<file path="src/rtl/pipeline_ctrl_pkg.sv">
// Shared constants and types for the pipeline controller: register index and
// destination-source encodings, memory response codes, and the control bundle
// that collects every per-stage clear/stall plus redirect and fault.
package pipeline_ctrl_pkg;

  // Register file and writeback-source encodings.
  localparam int REG_IDX_W  = 5;
  localparam int DEST_SRC_W = 2;
  localparam logic [DEST_SRC_W-1:0] DEST_SRC_ALU = 2'd0;
  localparam logic [DEST_SRC_W-1:0] DEST_SRC_MEM = 2'd1;
  localparam logic [DEST_SRC_W-1:0] DEST_SRC_PC  = 2'd2;

  // Memory interface response codes.
  localparam int MEM_CODE_W = 2;
  localparam logic [MEM_CODE_W-1:0] MEM_IDLE = 2'd0;
  localparam logic [MEM_CODE_W-1:0] MEM_BUSY = 2'd1;
  localparam logic [MEM_CODE_W-1:0] MEM_DONE = 2'd2;
  localparam logic [MEM_CODE_W-1:0] MEM_ERR  = 2'd3;

  // One bundle for every control output so each FSM branch assigns it whole.
  typedef struct packed {
    logic fe_clr;
    logic id_clr;
    logic ex_clr;
    logic me_clr;
    logic wb_clr;
    logic fe_stall;
    logic id_stall;
    logic ex_stall;
    logic me_stall;
    logic redirect;
    logic fault;
  } ctrl_t;

  // Canonical output sets.
  localparam ctrl_t CTRL_NONE = '0;

  localparam ctrl_t CTRL_INIT = '{
    fe_clr: 1'b1, id_clr: 1'b1, ex_clr: 1'b1, me_clr: 1'b1, wb_clr: 1'b1,
    default: 1'b0
  };

  // Decode holds, execute gets a bubble while the load completes.
  localparam ctrl_t CTRL_LOAD_USE = '{
    fe_stall: 1'b1, id_stall: 1'b1, ex_clr: 1'b1,
    default: 1'b0
  };

  // Wrong-path instructions in decode and execute are squashed.
  localparam ctrl_t CTRL_BRANCH = '{
    redirect: 1'b1, id_clr: 1'b1, ex_clr: 1'b1,
    default: 1'b0
  };

  // Front of the pipe frozen, writeback receives bubbles.
  localparam ctrl_t CTRL_MEM_WAIT = '{
    fe_stall: 1'b1, id_stall: 1'b1, ex_stall: 1'b1, me_stall: 1'b1,
    wb_clr: 1'b1,
    default: 1'b0
  };

  localparam ctrl_t CTRL_HALT = '{
    fe_stall: 1'b1, id_stall: 1'b1, ex_stall: 1'b1, me_stall: 1'b1,
    wb_clr: 1'b1, fault: 1'b1,
    default: 1'b0
  };

  // True when a used source index is nonzero and names the given register.
  function automatic logic reg_match(input logic used,
                                     input logic [REG_IDX_W-1:0] src,
                                     input logic [REG_IDX_W-1:0] dest);
    return used && (src != '0) && (src == dest);
  endfunction

endpackage

</file>
<file path="src/rtl/pipeline_ctrl_hazard_detect.sv">
// Load-use hazard detector: flags when the instruction in decode reads a
// register that the load currently in execute will write.
module pipeline_ctrl_hazard_detect
  import pipeline_ctrl_pkg::*;
(
  input  logic [REG_IDX_W-1:0]  i_id_rs1,
  input  logic [REG_IDX_W-1:0]  i_id_rs2,
  input  logic                  i_id_rs1_used,
  input  logic                  i_id_rs2_used,
  input  logic [REG_IDX_W-1:0]  i_ex_dest_reg,
  input  logic [DEST_SRC_W-1:0] i_ex_dest_src,
  output logic                  o_load_use
);

  logic ex_is_load;
  logic rs1_hit;
  logic rs2_hit;

  // Index 0 and unused operands never match; only loads create the hazard.
  always_comb begin
    ex_is_load = (i_ex_dest_src == DEST_SRC_MEM);
    rs1_hit    = reg_match(i_id_rs1_used, i_id_rs1, i_ex_dest_reg);
    rs2_hit    = reg_match(i_id_rs2_used, i_id_rs2, i_ex_dest_reg);
    o_load_use = ex_is_load && (rs1_hit || rs2_hit);
  end

endmodule

</file>
<file path="src/rtl/pipeline_ctrl.sv">
// Pipeline controller: sequences the post-reset clear period, then arbitrates
// between memory errors, memory waits, taken branches and load-use hazards to
// produce per-stage clear/stall, fetch redirect and a sticky fault flag.
// All outputs are combinational from the state and the current inputs, so a
// memory stall or error takes effect in the same cycle it is reported.
module pipeline_ctrl
  import pipeline_ctrl_pkg::*;
#(
  parameter int INIT_CYCLES = 4
) (
  input  logic                  clk,
  input  logic                  reset,
  input  logic [REG_IDX_W-1:0]  i_id_rs1,
  input  logic [REG_IDX_W-1:0]  i_id_rs2,
  input  logic                  i_id_rs1_used,
  input  logic                  i_id_rs2_used,
  input  logic [REG_IDX_W-1:0]  i_ex_dest_reg,
  input  logic [DEST_SRC_W-1:0] i_ex_dest_src,
  input  logic                  i_ex_branch_taken,
  input  logic                  i_mem_req_valid,
  input  logic [MEM_CODE_W-1:0] i_mem_res_code,
  output logic                  o_fe_clr,
  output logic                  o_id_clr,
  output logic                  o_ex_clr,
  output logic                  o_me_clr,
  output logic                  o_wb_clr,
  output logic                  o_fe_stall,
  output logic                  o_id_stall,
  output logic                  o_ex_stall,
  output logic                  o_me_stall,
  output logic                  o_redirect,
  output logic                  o_fault,
  output logic [1:0]            o_dbg_state
);

  localparam logic [1:0] ST_INIT     = 2'd0;
  localparam logic [1:0] ST_RUN      = 2'd1;
  localparam logic [1:0] ST_MEM_WAIT = 2'd2;
  localparam logic [1:0] ST_HALT     = 2'd3;

  localparam int CNT_W = $clog2(INIT_CYCLES + 1);
  localparam logic [CNT_W-1:0] CNT_LAST = CNT_W'(INIT_CYCLES - 1);

  logic [1:0]       state_q, state_d;
  logic [CNT_W-1:0] cnt_q, cnt_d;
  logic             load_use;
  logic             mem_err;
  logic             mem_busy;
  logic             mem_done;
  ctrl_t            run_ctrl;
  ctrl_t            ctrl;

  pipeline_ctrl_hazard_detect u_hazard_detect (
    .i_id_rs1      (i_id_rs1),
    .i_id_rs2      (i_id_rs2),
    .i_id_rs1_used (i_id_rs1_used),
    .i_id_rs2_used (i_id_rs2_used),
    .i_ex_dest_reg (i_ex_dest_reg),
    .i_ex_dest_src (i_ex_dest_src),
    .o_load_use    (load_use)
  );

  // Decode the memory response; a busy response only counts for a live request.
  always_comb begin
    mem_err  = (i_mem_res_code == MEM_ERR);
    mem_busy = i_mem_req_valid && (i_mem_res_code == MEM_BUSY);
    mem_done = (i_mem_res_code == MEM_DONE);
  end

  // Normal-flow outputs: a taken branch squashes the load-use stall, since the
  // stalled instruction is on the wrong path anyway.
  always_comb begin
    run_ctrl = CTRL_NONE;
    if (i_ex_branch_taken) begin
      run_ctrl = CTRL_BRANCH;
    end else if (load_use) begin
      run_ctrl = CTRL_LOAD_USE;
    end
  end

  // Next-state and output selection; reset forces the clear pattern directly.
  always_comb begin
    state_d = state_q;
    cnt_d   = cnt_q;
    ctrl    = CTRL_NONE;
    if (reset) begin
      state_d = ST_INIT;
      cnt_d   = '0;
      ctrl    = CTRL_INIT;
    end else begin
      case (state_q)
        ST_INIT: begin
          ctrl = CTRL_INIT;
          if (cnt_q == CNT_LAST) begin
            state_d = ST_RUN;
          end else begin
            cnt_d = cnt_q + CNT_W'(1);
          end
        end
        ST_RUN: begin
          if (mem_err) begin
            state_d = ST_HALT;
            ctrl    = CTRL_HALT;
          end else if (mem_busy) begin
            state_d = ST_MEM_WAIT;
            ctrl    = CTRL_MEM_WAIT;
          end else begin
            ctrl = run_ctrl;
          end
        end
        ST_MEM_WAIT: begin
          if (mem_err) begin
            state_d = ST_HALT;
            ctrl    = CTRL_HALT;
          end else if (mem_done) begin
            state_d = ST_RUN;
            ctrl    = run_ctrl;
          end else begin
            ctrl = CTRL_MEM_WAIT;
          end
        end
        ST_HALT: begin
          ctrl = CTRL_HALT;
        end
        default: begin
          state_d = ST_INIT;
          cnt_d   = '0;
          ctrl    = CTRL_INIT;
        end
      endcase
    end
  end

  // State and INIT counter registers with synchronous reset.
  always_ff @(posedge clk) begin
    if (reset) begin
      state_q <= ST_INIT;
      cnt_q   <= '0;
    end else begin
      state_q <= state_d;
      cnt_q   <= cnt_d;
    end
  end

  // Unpack the control bundle onto the ports.
  always_comb begin
    o_fe_clr    = ctrl.fe_clr;
    o_id_clr    = ctrl.id_clr;
    o_ex_clr    = ctrl.ex_clr;
    o_me_clr    = ctrl.me_clr;
    o_wb_clr    = ctrl.wb_clr;
    o_fe_stall  = ctrl.fe_stall;
    o_id_stall  = ctrl.id_stall;
    o_ex_stall  = ctrl.ex_stall;
    o_me_stall  = ctrl.me_stall;
    o_redirect  = ctrl.redirect;
    o_fault     = ctrl.fault;
    o_dbg_state = state_q;
  end

endmodule

</file>
<file path="config.mk">
export PLATFORM = sky130hd
export DESIGN_NAME = pipeline_ctrl
export DESIGN_NICKNAME = d
export VERILOG_FILES = /design/src/rtl/pipeline_ctrl_pkg.sv /design/src/rtl/pipeline_ctrl_hazard_detect.sv /design/src/rtl/pipeline_ctrl.sv
export SDC_FILE = /design/constraint.sdc
export NUM_CORES = 1
export LEC_CHECK = 0
export ABC_AREA = 1
export CORE_ASPECT_RATIO = 0.9
export CORE_MARGIN = 4
export CORE_UTILIZATION = 39
export DETAILED_ROUTE_END_ITERATION = 12
export PLACE_DENSITY = 0.91
export SLEW_MARGIN = 25
export SYNTH_ARGS = -nofsm -noshare
export SYNTH_HDL_FRONTEND = slang
export SYNTH_SLANG_ARGS = --single-unit
</file>
<file path="constraint.sdc">
create_clock -name clk -period 1.9 [get_ports clk]
set_input_delay 0.38 -clock clk [delete_from_list [all_inputs] [get_ports clk]]
set_output_delay 0.38 -clock clk [all_outputs]
set_load 0.1 [all_outputs]
</file>
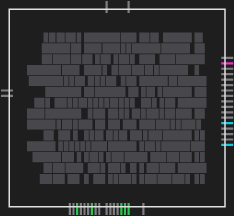
pins.png
Scale: 4 px per um. Pins as bars across the die edge, other pins in grey.
Magenta shows o_me_stall, pins 1, direction output, edge right. Green shows i_id_rs2, pins 5, direction input, edge bottom. Cyan shows i_ex_dest_src, pins 2, direction input, edge right.
All pins by edge: 17 right, 17 bottom, 2 top, 2 left.
Die Ht: 49.0 um
I/O Buffers: 37
die width: 53.6 um

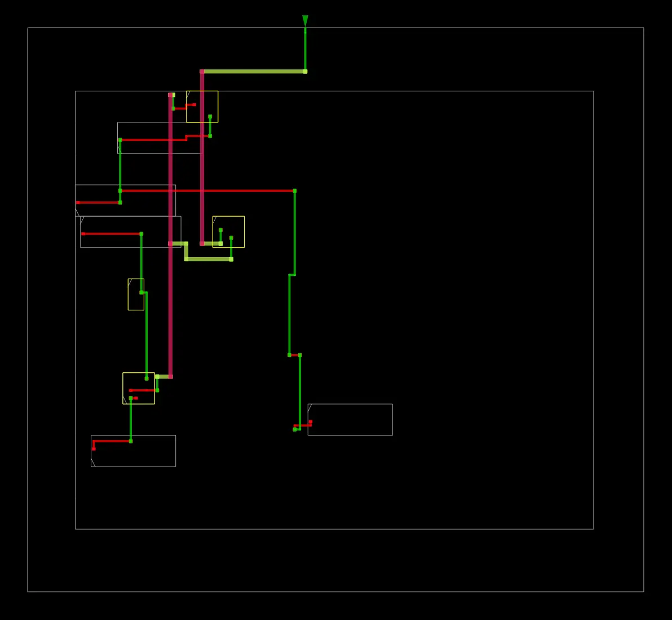
final_clocks.png
final worst clock skew: 0.0151 ns
clk_buf instances: 4
TritonCTS sink count: 5
count of sequential standard cells: 5
Clk. pwr: 0.143 mW

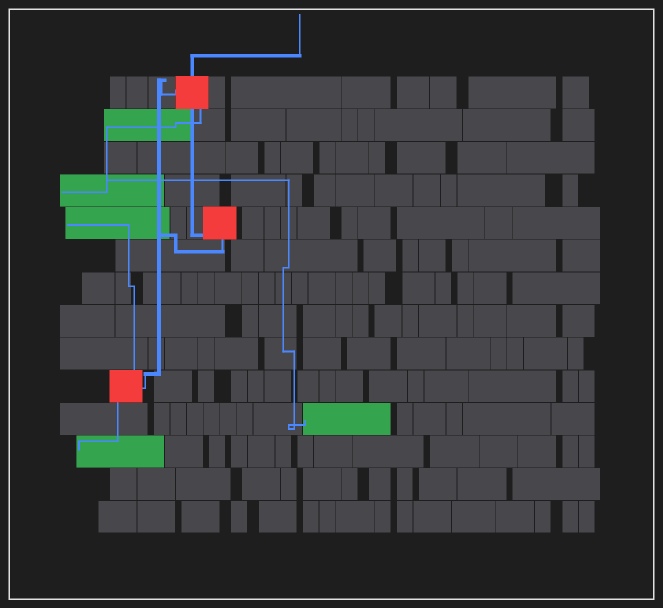
clock_map.png
Scale: 12 px per um.
Red shows cells driving clock nets, count 3. Green shows flip-flops, count 5. Blue shows clock wires, length 156 um.
There are 4 routed clock nets.

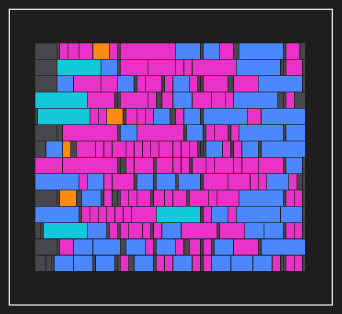
cell_classes.png
Scale: 6 px per um. Fill, decap, tap and diode cells in grey.
Magenta shows all other logic, cells 120. Blue shows other buffers and delay cells, cells 54. Orange shows clock drivers and dummy loads, cells 4. Cyan shows flip-flops, cells 5.
final core utilization: 89.8%
fraction of area in registers: 6.98%
Core ar.: 1720 um2
Post-Layout Inst Area: 1540 um2

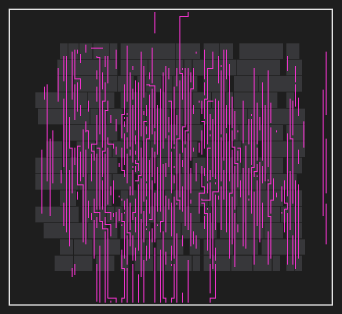
met2.png
Scale: 6 px per um. Cells faint in the background.
The longest straight run is 29.2 um. The layer carries 1790 um of wire.
aggregate routed wire length: 3730 um
met2 routing resource usage after global routing: 46.1%
DR vias: 1161

==> run notes <==
yosys + openroad results -> relative contribution of combinational cells to total power=between 70 and 80%, Filler Cells Inserted=72, I/O pin count=38, CP startpoint kind=register, number of multi-input combinational cells in the layout=90, arrival time at the worst endpoint=about 1.7 ns, # Taps=24, floorplan net count=between 150 and 200, most frequent standard cell in the layout excluding fill and tap cells=sky130_fd_sc_hd__nand2_1, number of endpoints with negative hold slack in the final report=0, worst min path class=reg2reg, register cell area after layout=108 um2, total power after layout=1.70 mW, transition time at the pin with the least slew margin=~0.29 ns, worst reg2reg path startpoint=o_dbg_state[1], chain of cells forming the critical path=inv_6, ha_4, inv_4, o21ai_4, and2_4, nor2_4, clkinvlp_4, buf_12, CTS tree=done, Final setup viols=9, P&R area growth vs syn=111%, buffer count from post-CTS setup fixing=7, Max transition margin=81.0%, Detail Route Antenna Nets=0, switching part of the total power=55.5%, post-synth design cell area=729 um2, Yosys cell types=23, total of plain and repair buffers excluding clock buffers=54, run status=finished, violations left, leakage component of the power=0.765 nW, violated checks=setup timing, met1 Resource Use GR=30.8%, Slowest cell on crit path=sky130_fd_sc_hd__dfxtp_4, endpoint kind of the worst setup timing path=output port, Tot GR Track Use=roughly 29%, number of register bits inferred by synthesis=5, power of the combinational group=1.35 mW, weighted congestion at the end of routability-driven global placement=around 0.82, proportion of synthesized area in mux cells=0%, delay-heaviest family, CP=buffers and inverters, number of OpenROAD warnings=33, flip-flop count of the largest register after layout=3, M3 GR Usage=7.95%, clock transition time at the flip-flop clock pins of the worst setup and hold paths=0.06 ns, final setup margin=-0.136 ns
Power and IR drop assume default switching activity.
